### src/rtl/seq_detector_1011.sv
// Overlapping Mealy detector for serial pattern 1011. A synchronized rising edge
// of step_clk advances the FSM by one bit of din, all in the clk_in domain.
module seq_detector_1011 #(
  parameter int CNT_W = 8
) (
  input  logic             clk_in,
  input  logic             rst_n,
  input  logic             step_clk,
  input  logic             din,
  input  logic             clr,
  output logic [1:0]       state,
  output logic             detect_pulse,
  output logic             det_led,
  output logic [CNT_W-1:0] det_count
);

  typedef enum logic [1:0] {
    S0   = 2'd0,
    S1   = 2'd1,
    S10  = 2'd2,
    S101 = 2'd3
  } state_t;

  function automatic logic [CNT_W-1:0] sat_inc(input logic [CNT_W-1:0] value);
    if (&value) begin
      return value;
    end else begin
      return value + CNT_W'(1);
    end
  endfunction

  logic             step_sync1_r;
  logic             step_sync2_r;
  logic             step_edge_r;
  logic             din_sync1_r;
  logic             din_s;
  logic             step_s;
  logic             hit_s;
  state_t           state_r;
  state_t           state_nxt_s;
  logic             pulse_r;
  logic             pulse_nxt_s;
  logic             led_r;
  logic             led_nxt_s;
  logic [CNT_W-1:0] count_r;
  logic [CNT_W-1:0] count_nxt_s;

  // Synchronizers; step chain resets high so a level present at reset release is not an edge.
  always_ff @(posedge clk_in or negedge rst_n) begin
    if (!rst_n) begin
      step_sync1_r <= 1'b1;
      step_sync2_r <= 1'b1;
      step_edge_r  <= 1'b1;
      din_sync1_r  <= 1'b0;
      din_s        <= 1'b0;
    end else begin
      step_sync1_r <= step_clk;
      step_sync2_r <= step_sync1_r;
      step_edge_r  <= step_sync2_r;
      din_sync1_r  <= din;
      din_s        <= din_sync1_r;
    end
  end

  assign step_s = step_sync2_r & ~step_edge_r;
  assign hit_s  = step_s && (state_r == S101) && din_s;

  // Next-state, flag and counter logic; clr overrides and swallows a coincident step.
  always_comb begin
    state_nxt_s = state_r;
    pulse_nxt_s = 1'b0;
    led_nxt_s   = led_r;
    count_nxt_s = count_r;
    if (clr) begin
      state_nxt_s = S0;
      led_nxt_s   = 1'b0;
      count_nxt_s = '0;
    end else if (step_s) begin
      pulse_nxt_s = hit_s;
      led_nxt_s   = hit_s;
      if (hit_s) begin
        count_nxt_s = sat_inc(count_r);
      end else begin
        count_nxt_s = count_r;
      end
      case (state_r)
        S0:      state_nxt_s = din_s ? S1 : S0;
        S1:      state_nxt_s = din_s ? S1 : S10;
        S10:     state_nxt_s = din_s ? S101 : S0;
        S101:    state_nxt_s = din_s ? S1 : S10;
        default: state_nxt_s = S0;
      endcase
    end else begin
      state_nxt_s = state_r;
    end
  end

  // Output registers.
  always_ff @(posedge clk_in or negedge rst_n) begin
    if (!rst_n) begin
      state_r <= S0;
      pulse_r <= 1'b0;
      led_r   <= 1'b0;
      count_r <= '0;
    end else begin
      state_r <= state_nxt_s;
      pulse_r <= pulse_nxt_s;
      led_r   <= led_nxt_s;
      count_r <= count_nxt_s;
    end
  end

  assign state        = state_r;
  assign detect_pulse = pulse_r;
  assign det_led      = led_r;
  assign det_count    = count_r;

endmodule

### config.mk
export PLATFORM = sky130hd
export DESIGN_NAME = seq_detector_1011
export DESIGN_NICKNAME = d
export VERILOG_FILES = /design/src/rtl/seq_detector_1011.sv
export SDC_FILE = /design/constraint.sdc
export NUM_CORES = 1
export LEC_CHECK = 0
export ABC_AREA = 0
export CORE_MARGIN = 1.5
export CORE_UTILIZATION = 35
export CTS_CLUSTER_SIZE = 16
export DETAILED_ROUTE_END_ITERATION = 10
export PLACE_DENSITY = 0.59
export SYNTH_ARGS = -nofsm -noshare
export SYNTH_HDL_FRONTEND = slang
export SYNTH_SLANG_ARGS = --single-unit
### constraint.sdc
create_clock -name clk_in -period 2.94 [get_ports clk_in]
set_input_delay 0.735 -clock clk_in [delete_from_list [all_inputs] [get_ports clk_in]]
set_output_delay 0.735 -clock clk_in [all_outputs]
set_load 0.03 [all_outputs]
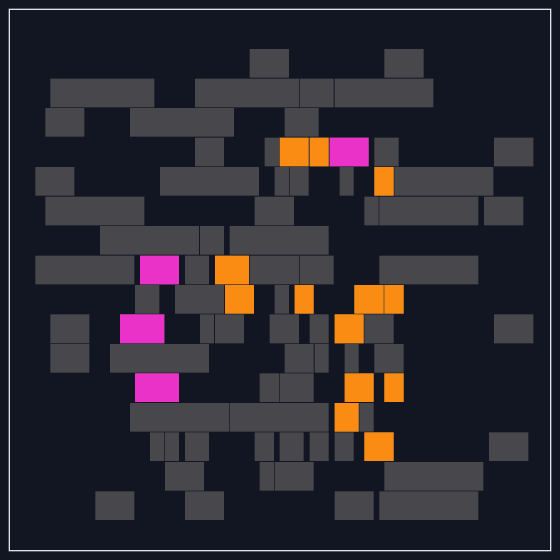
(selected gate families)
Magenta stands for multiplexers, cells 4. Orange stands for inverting AOI/OAI gates, cells 13, most used a21oi_1.

==> run summary <==
yosys + openroad results -> result of the run=completed, met1 track demand over resource=17.3%, Min-Delay Path Class=register to register, H-Tree Level Count=1, R2R Path End=det_count[5]$_DFFE_PN0P_, async set-reset flop share out of synthesis=100%, Syn Nets=74, vias post-DR=569, end-of-flow core utilization=47.9%, peak-usage layer in the global routing report=met2, CTS root buffer=sky130_fd_sc_hd__clkbuf_4, worst-path fanout max=6, share of Yosys cell area claimed by the top area cell type=45.7%, cell resize tally after clock tree synthesis=0, antenna diode instance count=0, area figure in the yosys stat output=767 um^2, tally of non-filler cells in the final layout=113, Setup crit start kind=register, initial antenna violation count=0, CP Capture Type=output pin, number of clock-tree buffers in the layout=3, amount of wire on met2 after detailed routing=595 um, Final Cell Area=968 um^2, post-CTS setup-driven buffer insertion count=0, invs w/o clock=1, growth of design area from synthesis to finish=26.3%, Worst Path Arrival=1.44 ns, final period utilization=74.0%, placer congestion estimate=0.817, largest clock skew in the final design=0.000813 ns, Ys Warns=0, residual overflow from global routing=0, share of cells above drive strength 1=14.0%, Synth Seq Share=56.0%, Post-CTS Hold Buffers=0, count of nets left with antenna violations after detail routing=0, count of nets after finishing=93, logic depth of the worst setup path including buffers=1, Post-Syn Instances=68, Die Wd=49.8 um, mean instance size in the synthesized netlist=11.3 um^2, tapcells inserted=27, share of power burned in the clock network=32.2%, Switching Share=22.9%, tool warnings=26, family of cells with the greatest summed delay on the critical path=buffers and inverters, worst rel slew slack=50.7%, library cell contributing the largest single delay on the critical path=sky130_fd_sc_hd__clkdlybuf4s50_1, internal reg-to-reg setup slack=1.16 ns, Post-synth EDFFs=0, fraction of the core area occupied by cells at floorplan=37.9%, most repeated cell in the gate-level netlist after synthesis=sky130_fd_sc_hd__dfrtp_1, M1 wire length=656 um, Biggest Area Class=sequential cells, synthesis-stage register bit count=17, sequential share of power=62.6%, number of buffers inserted during clock tree synthesis=3, simple-gate share of the synthesized area=22.7%, Reg clk slew, reported paths=0.10 ns, xor and xnor fraction of the mapped netlist area=0%, sequential fraction of total cell area=44.3%, Worst Reg-to-Reg Cells=4, die y size=49.8 um
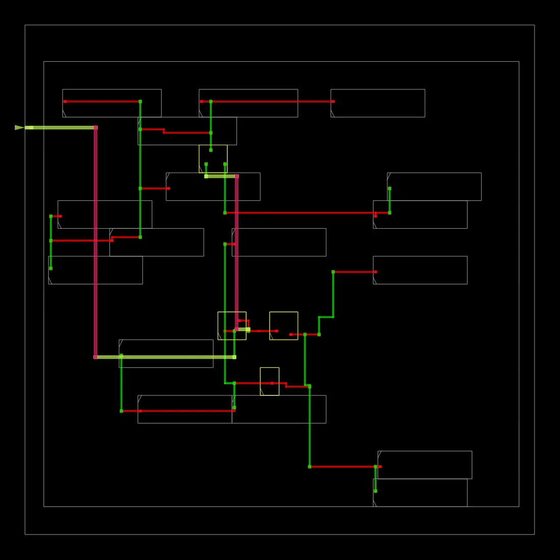
(clock nets)
clock latency at the later pin of the worst-skew pair: 0.29 ns
clock network power: 125 uW
count of flip-flops and latches: 17

how the worst min path moves through the flow:
stage	start	endpoint	slack, ns	cells after the start
detailed placement	din_sync1_r$_DFF_PN0_	din_s$_DFF_PN0_	0.34	0
finish	step_sync1_r$_DFF_PN1_	step_sync2_r$_DFF_PN1_	0.36	0
floorplan	din_sync1_r$_DFF_PN0_	din_s$_DFF_PN0_	0.33	0
global placement	din_sync1_r$_DFF_PN0_	din_s$_DFF_PN0_	0.33	0
CTS	step_sync1_r$_DFF_PN1_	step_sync2_r$_DFF_PN1_	0.36	0
global route	din_sync1_r$_DFF_PN0_	din_s$_DFF_PN0_	0.37	0
No activity file was given, so power comes from the tool's default toggle rates.
